[src/rtl/tc_wl_dispatch.sv]
// tc_wl_dispatch: work-list fetch and round-robin dispatch controller.
// Takes a (base, length) descriptor from the signal network and fetches the
// list one line at a time over the MRA request/response path. Each line is
// split into entries, and entries go out one per cycle to the worker cores in
// round-robin order. Completion is signalled once every entry has been handed
// out and all cores are idle.
// Optional build macro: TC_WL_PERF_EN adds saturating performance counters
// (perf_cycles, perf_mra_stall, perf_core_stall).
module tc_wl_dispatch #(
    parameter int ADDR_WIDTH      = 64,
    parameter int DATA_WIDTH      = 512,
    parameter int WL_LEN_BITS     = 32,
    parameter int ENTRY_WIDTH     = 64,
    parameter int NUM_CORES       = 4,
    parameter int MAX_OUTSTANDING = 4
) (
    input  logic                   clk,
    input  logic                   rst_n,
    input  logic                   sn_start_valid,
    output logic                   sn_start_ready,
    input  logic [ADDR_WIDTH-1:0]  sn_wl_base,
    input  logic [WL_LEN_BITS-1:0] sn_wl_len,
    output logic                   sn_done,
    output logic [WL_LEN_BITS-1:0] sn_done_count,
    output logic                   mra_req_valid,
    input  logic                   mra_req_ready,
    output logic [ADDR_WIDTH-1:0]  mra_req_addr,
    input  logic                   mra_rsp_valid,
    input  logic [DATA_WIDTH-1:0]  mra_rsp_data,
    output logic [NUM_CORES-1:0]   core_valid,
    input  logic [NUM_CORES-1:0]   core_ready,
    output logic [ENTRY_WIDTH-1:0] core_entry,
    input  logic [NUM_CORES-1:0]   core_busy,
    output logic                   busy
`ifdef TC_WL_PERF_EN
    ,
    output logic [31:0]            perf_cycles,
    output logic [31:0]            perf_mra_stall,
    output logic [31:0]            perf_core_stall
`endif
);

    localparam int LB       = DATA_WIDTH / 8;
    localparam int LB_BITS  = $clog2(LB);
    localparam int EPL      = DATA_WIDTH / ENTRY_WIDTH;
    localparam int EPL_BITS = $clog2(EPL);
    localparam int E_W      = (EPL_BITS > 0) ? EPL_BITS : 1;
    localparam int PTR_W    = (MAX_OUTSTANDING > 1) ? $clog2(MAX_OUTSTANDING) : 1;
    localparam int CNT_W    = $clog2(MAX_OUTSTANDING) + 1;
    localparam int RR_W     = (NUM_CORES > 1) ? $clog2(NUM_CORES) : 1;

    typedef enum logic [1:0] {
        S_IDLE  = 2'd0,
        S_FETCH = 2'd1,
        S_DRAIN = 2'd2,
        S_DONE  = 2'd3
    } state_t;

    state_t                 state_q, state_d;
    logic [ADDR_WIDTH-1:0]  base_q, base_d;
    logic [WL_LEN_BITS-1:0] len_q, len_d;
    logic [WL_LEN_BITS-1:0] nl_q, nl_d;
    logic [WL_LEN_BITS-1:0] lines_req_q, lines_req_d;
    logic [WL_LEN_BITS-1:0] done_cnt_q, done_cnt_d;
    logic [CNT_W-1:0]       in_flight_q, in_flight_d;
    logic [CNT_W-1:0]       buf_cnt_q, buf_cnt_d;
    logic [PTR_W-1:0]       wr_ptr_q, wr_ptr_d;
    logic [PTR_W-1:0]       rd_ptr_q, rd_ptr_d;
    logic [E_W-1:0]         e_q, e_d;
    logic [RR_W-1:0]        rr_q, rr_d;

    logic [DATA_WIDTH-1:0]  line_mem [MAX_OUTSTANDING];

    logic                   start_acc;
    logic [WL_LEN_BITS-1:0] wl_rem;
    logic [WL_LEN_BITS-1:0] nl_start;
    logic [CNT_W-1:0]       credits;
    logic                   req_fire;
    logic                   have_line;
    logic [DATA_WIDTH-1:0]  head_line;
    logic                   grant_found;
    logic [RR_W-1:0]        grant_idx;
    logic                   xfer;
    logic                   last_entry;
    logic                   pop;

    // Line count rounded up without an adder that could overflow near the max length.
    assign wl_rem   = sn_wl_len & WL_LEN_BITS'(EPL - 1);
    assign nl_start = (sn_wl_len >> EPL_BITS) + {{(WL_LEN_BITS-1){1'b0}}, (wl_rem != '0)};

    // Every request or buffered line holds one credit until its line is popped.
    assign credits  = CNT_W'(MAX_OUTSTANDING) - (in_flight_q + buf_cnt_q);

    // Address depends only on registered state, so it stays put while the request waits.
    assign mra_req_valid = (state_q == S_FETCH) && (lines_req_q != nl_q) && (credits != '0);
    assign mra_req_addr  = base_q + (ADDR_WIDTH'(lines_req_q) << LB_BITS);
    assign req_fire      = mra_req_valid && mra_req_ready;

    assign have_line  = (buf_cnt_q != '0) && ((state_q == S_FETCH) || (state_q == S_DRAIN));
    assign head_line  = line_mem[rd_ptr_q];

    // Round-robin search: first ready core at or after rr_q, wrapping around.
    always_comb begin
        int c;
        c           = 0;
        grant_found = 1'b0;
        grant_idx   = '0;
        for (int k = 0; k < NUM_CORES; k++) begin
            c = int'(rr_q) + k;
            if (c >= NUM_CORES) begin
                c = c - NUM_CORES;
            end
            if (!grant_found && core_ready[c]) begin
                grant_found = 1'b1;
                grant_idx   = RR_W'(c);
            end
        end
    end

    assign xfer       = have_line && grant_found;
    assign core_valid = xfer ? (NUM_CORES'(1) << grant_idx) : '0;
    assign core_entry = have_line ? head_line[e_q*ENTRY_WIDTH +: ENTRY_WIDTH] : '0;

    // The final entry of the list pops its line even if the line is only partly used.
    assign last_entry = (done_cnt_q == (len_q - WL_LEN_BITS'(1)));
    assign pop        = xfer && ((e_q == E_W'(EPL - 1)) || last_entry);

    assign sn_start_ready = (state_q == S_IDLE);
    assign sn_done        = (state_q == S_DONE);
    assign sn_done_count  = done_cnt_q;
    assign busy           = (state_q != S_IDLE);

    // FSM next state and descriptor capture.
    always_comb begin
        state_d   = state_q;
        start_acc = 1'b0;
        case (state_q)
            S_IDLE: begin
                if (sn_start_valid) begin
                    start_acc = 1'b1;
                    state_d   = (sn_wl_len == '0) ? S_DONE : S_FETCH;
                end
            end
            S_FETCH: begin
                if (lines_req_q == nl_q) begin
                    state_d = S_DRAIN;
                end
            end
            S_DRAIN: begin
                if ((done_cnt_q == len_q) && (buf_cnt_q == '0) && (core_busy == '0)) begin
                    state_d = S_DONE;
                end
            end
            S_DONE: begin
                state_d = S_IDLE;
            end
            default: begin
                state_d = S_IDLE;
            end
        endcase
    end

    // Datapath next-state: descriptor, request counter, buffer bookkeeping, dispatch.
    always_comb begin
        base_d      = base_q;
        len_d       = len_q;
        nl_d        = nl_q;
        lines_req_d = lines_req_q;
        done_cnt_d  = done_cnt_q;
        in_flight_d = in_flight_q;
        buf_cnt_d   = buf_cnt_q;
        wr_ptr_d    = wr_ptr_q;
        rd_ptr_d    = rd_ptr_q;
        e_d         = e_q;
        rr_d        = rr_q;

        if (start_acc) begin
            base_d      = {sn_wl_base[ADDR_WIDTH-1:LB_BITS], {LB_BITS{1'b0}}};
            len_d       = sn_wl_len;
            nl_d        = nl_start;
            lines_req_d = '0;
            done_cnt_d  = '0;
            e_d         = '0;
        end

        if (req_fire) begin
            lines_req_d = lines_req_q + WL_LEN_BITS'(1);
        end

        case ({req_fire, mra_rsp_valid})
            2'b10:   in_flight_d = in_flight_q + CNT_W'(1);
            2'b01:   in_flight_d = in_flight_q - CNT_W'(1);
            default: in_flight_d = in_flight_q;
        endcase

        case ({mra_rsp_valid, pop})
            2'b10:   buf_cnt_d = buf_cnt_q + CNT_W'(1);
            2'b01:   buf_cnt_d = buf_cnt_q - CNT_W'(1);
            default: buf_cnt_d = buf_cnt_q;
        endcase

        if (mra_rsp_valid) begin
            wr_ptr_d = (wr_ptr_q == PTR_W'(MAX_OUTSTANDING - 1)) ? '0 : wr_ptr_q + PTR_W'(1);
        end
        if (pop) begin
            rd_ptr_d = (rd_ptr_q == PTR_W'(MAX_OUTSTANDING - 1)) ? '0 : rd_ptr_q + PTR_W'(1);
        end

        if (xfer) begin
            done_cnt_d = done_cnt_q + WL_LEN_BITS'(1);
            e_d        = pop ? '0 : e_q + E_W'(1);
            rr_d       = (grant_idx == RR_W'(NUM_CORES - 1)) ? '0 : grant_idx + RR_W'(1);
        end
    end

    // State and control registers.
    always_ff @(posedge clk or negedge rst_n) begin
        if (!rst_n) begin
            state_q     <= S_IDLE;
            base_q      <= '0;
            len_q       <= '0;
            nl_q        <= '0;
            lines_req_q <= '0;
            done_cnt_q  <= '0;
            in_flight_q <= '0;
            buf_cnt_q   <= '0;
            wr_ptr_q    <= '0;
            rd_ptr_q    <= '0;
            e_q         <= '0;
            rr_q        <= '0;
        end else begin
            state_q     <= state_d;
            base_q      <= base_d;
            len_q       <= len_d;
            nl_q        <= nl_d;
            lines_req_q <= lines_req_d;
            done_cnt_q  <= done_cnt_d;
            in_flight_q <= in_flight_d;
            buf_cnt_q   <= buf_cnt_d;
            wr_ptr_q    <= wr_ptr_d;
            rd_ptr_q    <= rd_ptr_d;
            e_q         <= e_d;
            rr_q        <= rr_d;
        end
    end

    // Line storage; emptiness is tracked by the counters, so the array needs no reset.
    always_ff @(posedge clk) begin
        if (mra_rsp_valid) begin
            line_mem[wr_ptr_q] <= mra_rsp_data;
        end
    end

    // A response must always belong to an outstanding request.
    rsp_has_request: assert property (@(posedge clk) disable iff (!rst_n)
        mra_rsp_valid |-> (in_flight_q != '0));

`ifdef TC_WL_PERF_EN
    logic [31:0] perf_cycles_q, perf_mra_stall_q, perf_core_stall_q;

    // Saturating event counters, cleared when a new descriptor is accepted.
    always_ff @(posedge clk or negedge rst_n) begin
        if (!rst_n) begin
            perf_cycles_q     <= '0;
            perf_mra_stall_q  <= '0;
            perf_core_stall_q <= '0;
        end else if (start_acc) begin
            perf_cycles_q     <= '0;
            perf_mra_stall_q  <= '0;
            perf_core_stall_q <= '0;
        end else begin
            if (busy && !(&perf_cycles_q)) begin
                perf_cycles_q <= perf_cycles_q + 32'd1;
            end
            if (mra_req_valid && !mra_req_ready && !(&perf_mra_stall_q)) begin
                perf_mra_stall_q <= perf_mra_stall_q + 32'd1;
            end
            if (have_line && (core_ready == '0) && !(&perf_core_stall_q)) begin
                perf_core_stall_q <= perf_core_stall_q + 32'd1;
            end
        end
    end

    assign perf_cycles     = perf_cycles_q;
    assign perf_mra_stall  = perf_mra_stall_q;
    assign perf_core_stall = perf_core_stall_q;
`endif

endmodule

[config.mk]
export PLATFORM = sky130hd
export DESIGN_NAME = tc_wl_dispatch
export DESIGN_NICKNAME = d
export VERILOG_FILES = /design/src/rtl/tc_wl_dispatch.sv
export SDC_FILE = /design/constraint.sdc
export NUM_CORES = 2
export LEC_CHECK = 0
export CAP_MARGIN = 40
export CORE_ASPECT_RATIO = 0.8
export CORE_UTILIZATION = 40
export DETAILED_ROUTE_END_ITERATION = 12
export DONT_BUFFER_PORTS = 1
export PLACE_DENSITY_LB_ADDON = 0.1
export SLEW_MARGIN = 20
export SYNTH_ARGS = -nofsm -noshare
export SYNTH_HDL_FRONTEND = slang
export SYNTH_SLANG_ARGS = --single-unit
[constraint.sdc]
create_clock -name clk -period 14.5 [get_ports clk]
set_input_delay 2.9 -clock clk [delete_from_list [all_inputs] [get_ports clk]]
set_output_delay 2.9 -clock clk [all_outputs]
set_load 0.01 [all_outputs]
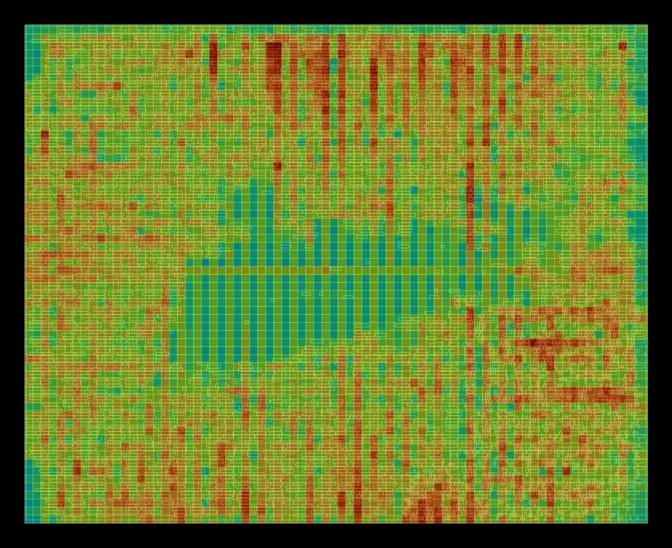
Fig. 1. Congestion heat map.
met3 GRT Util: 0.06867
Final Core Density: 0.4509
busiest grt layer: met2

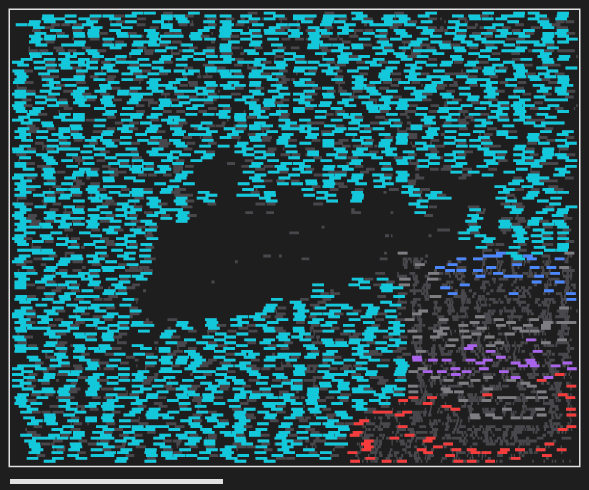
Fig. 2. Where the registers sit.
Bar = 200 um. Other sequential cells in the stronger gray, the rest of the logic in the fainter gray.
| color | signal | sequential cells |
|---|---|---|
| cyan | line_mem | 2048 |
| purple | nl_q | 30 |
| red | base_q | 58 |
| blue | sn_done_count | 32 |
not colored: 81

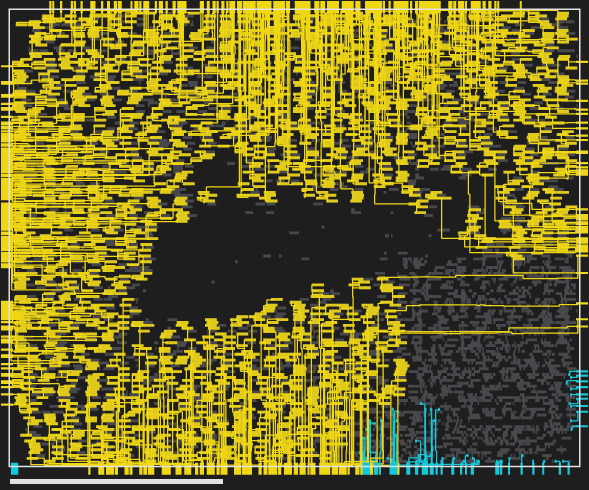
Fig. 3. Nets reached from selected ports.
Bar = 200 um.
| color | port | bits | direction | edge | end cells | buffers | wire |
|---|---|---|---|---|---|---|---|
| cyan | sn_wl_base | 64 | input | 55 south, 9 east | 58 | 0 | 1240 um |
| yellow | mra_rsp_data | 512 | input | 207 north, 131 south, 130 west, 44 east | 2048 | 0 | 52.6 mm |

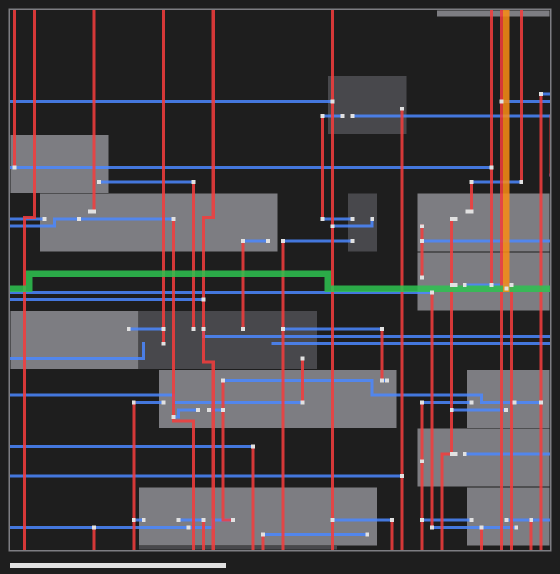
Fig. 4. A small window of the routed layout.
Bar = 10 um. Region (121, 95) to (146, 120) um. Cells in gray, sequential cells in the stronger gray; small squares are vias.
| color | layer |
|---|---|
| blue | metal 1 |
| orange | metal 4 |
| green | metal 3 |
| red | metal 2 |
cells with their middle in the window: 10
netlist names of flops here include: line_mem (7)
most frequent: edfxtp_1 (7)
sequential cells in the window: 7

==> summary.txt <==
RSZ-0062 raised after global routing: no
CP Cell Sequence: buf_12 > buf_12 > mux4_2 > mux4_2 > mux2i_1 > nor2_1
Hold Path Stages: 1
Post-synth top cells: 2048 x edfxtp_1, 640 x mux4_2, 404 x nand2_1
layout cells sized above 1: 0.2123
worst hold slack: 476.8 ps
switching part of the total: 0.2880
Crit Path Category: reg -> out
Clock group: 5.55 mW
most used flip-flop cell: edfxtp_1
worst skew pair latency: 860 ps
adder share: 0.008497
combinational share of cell area: 0.2295
Non-clk invs: 47
Layout area overhead: 12.00%
vias in the first global route: 45170
number of enable flip-flop cells: 2048
CP bufs+invs: 2
Longest Clk Path Bufs: 4
Largest cell class: flip-flops and latches
slowest CP cell: dfrtp_4
top post-synthesis cells by area: edfxtp_1 68%, mux4_2 16%, dfrtp_1 5.5%
TritonCTS sink count: 2249
GRT Util Overall: 0.1959
Synth Area in XOR/XNOR: 0.01607
uppermost layer routed: met5
drt pass-1 iters: 5
hold path endpoint: in_flight_q[0]
max cap viols: 0
post-cts resize count: 0
Hold WC Path Type: reg -> reg
most frequent logic cell in the layout: edfxtp_1
post-place instance area: 0.09488 mm^2
Critical Path Sink: core_entry[18]
total gr overflow: 0
Combinational Area: 0.02339 mm^2
tap cells: 3002
final-layout clock buffer total: 299
total power: 17.77 mW
status: finished clean
cycle use final: 0.5366
Synth Seq Share: 0.7311
CP Depth: 6
chip area: 0.2294 mm^2
Buffers, non-clock: 76
Worst-Margin Slew: 1204 ps
DP Worst Slack: 7567 ps
Yosys top cell by instances: edfxtp_1
Power is estimated from default activity; no workload was simulated.
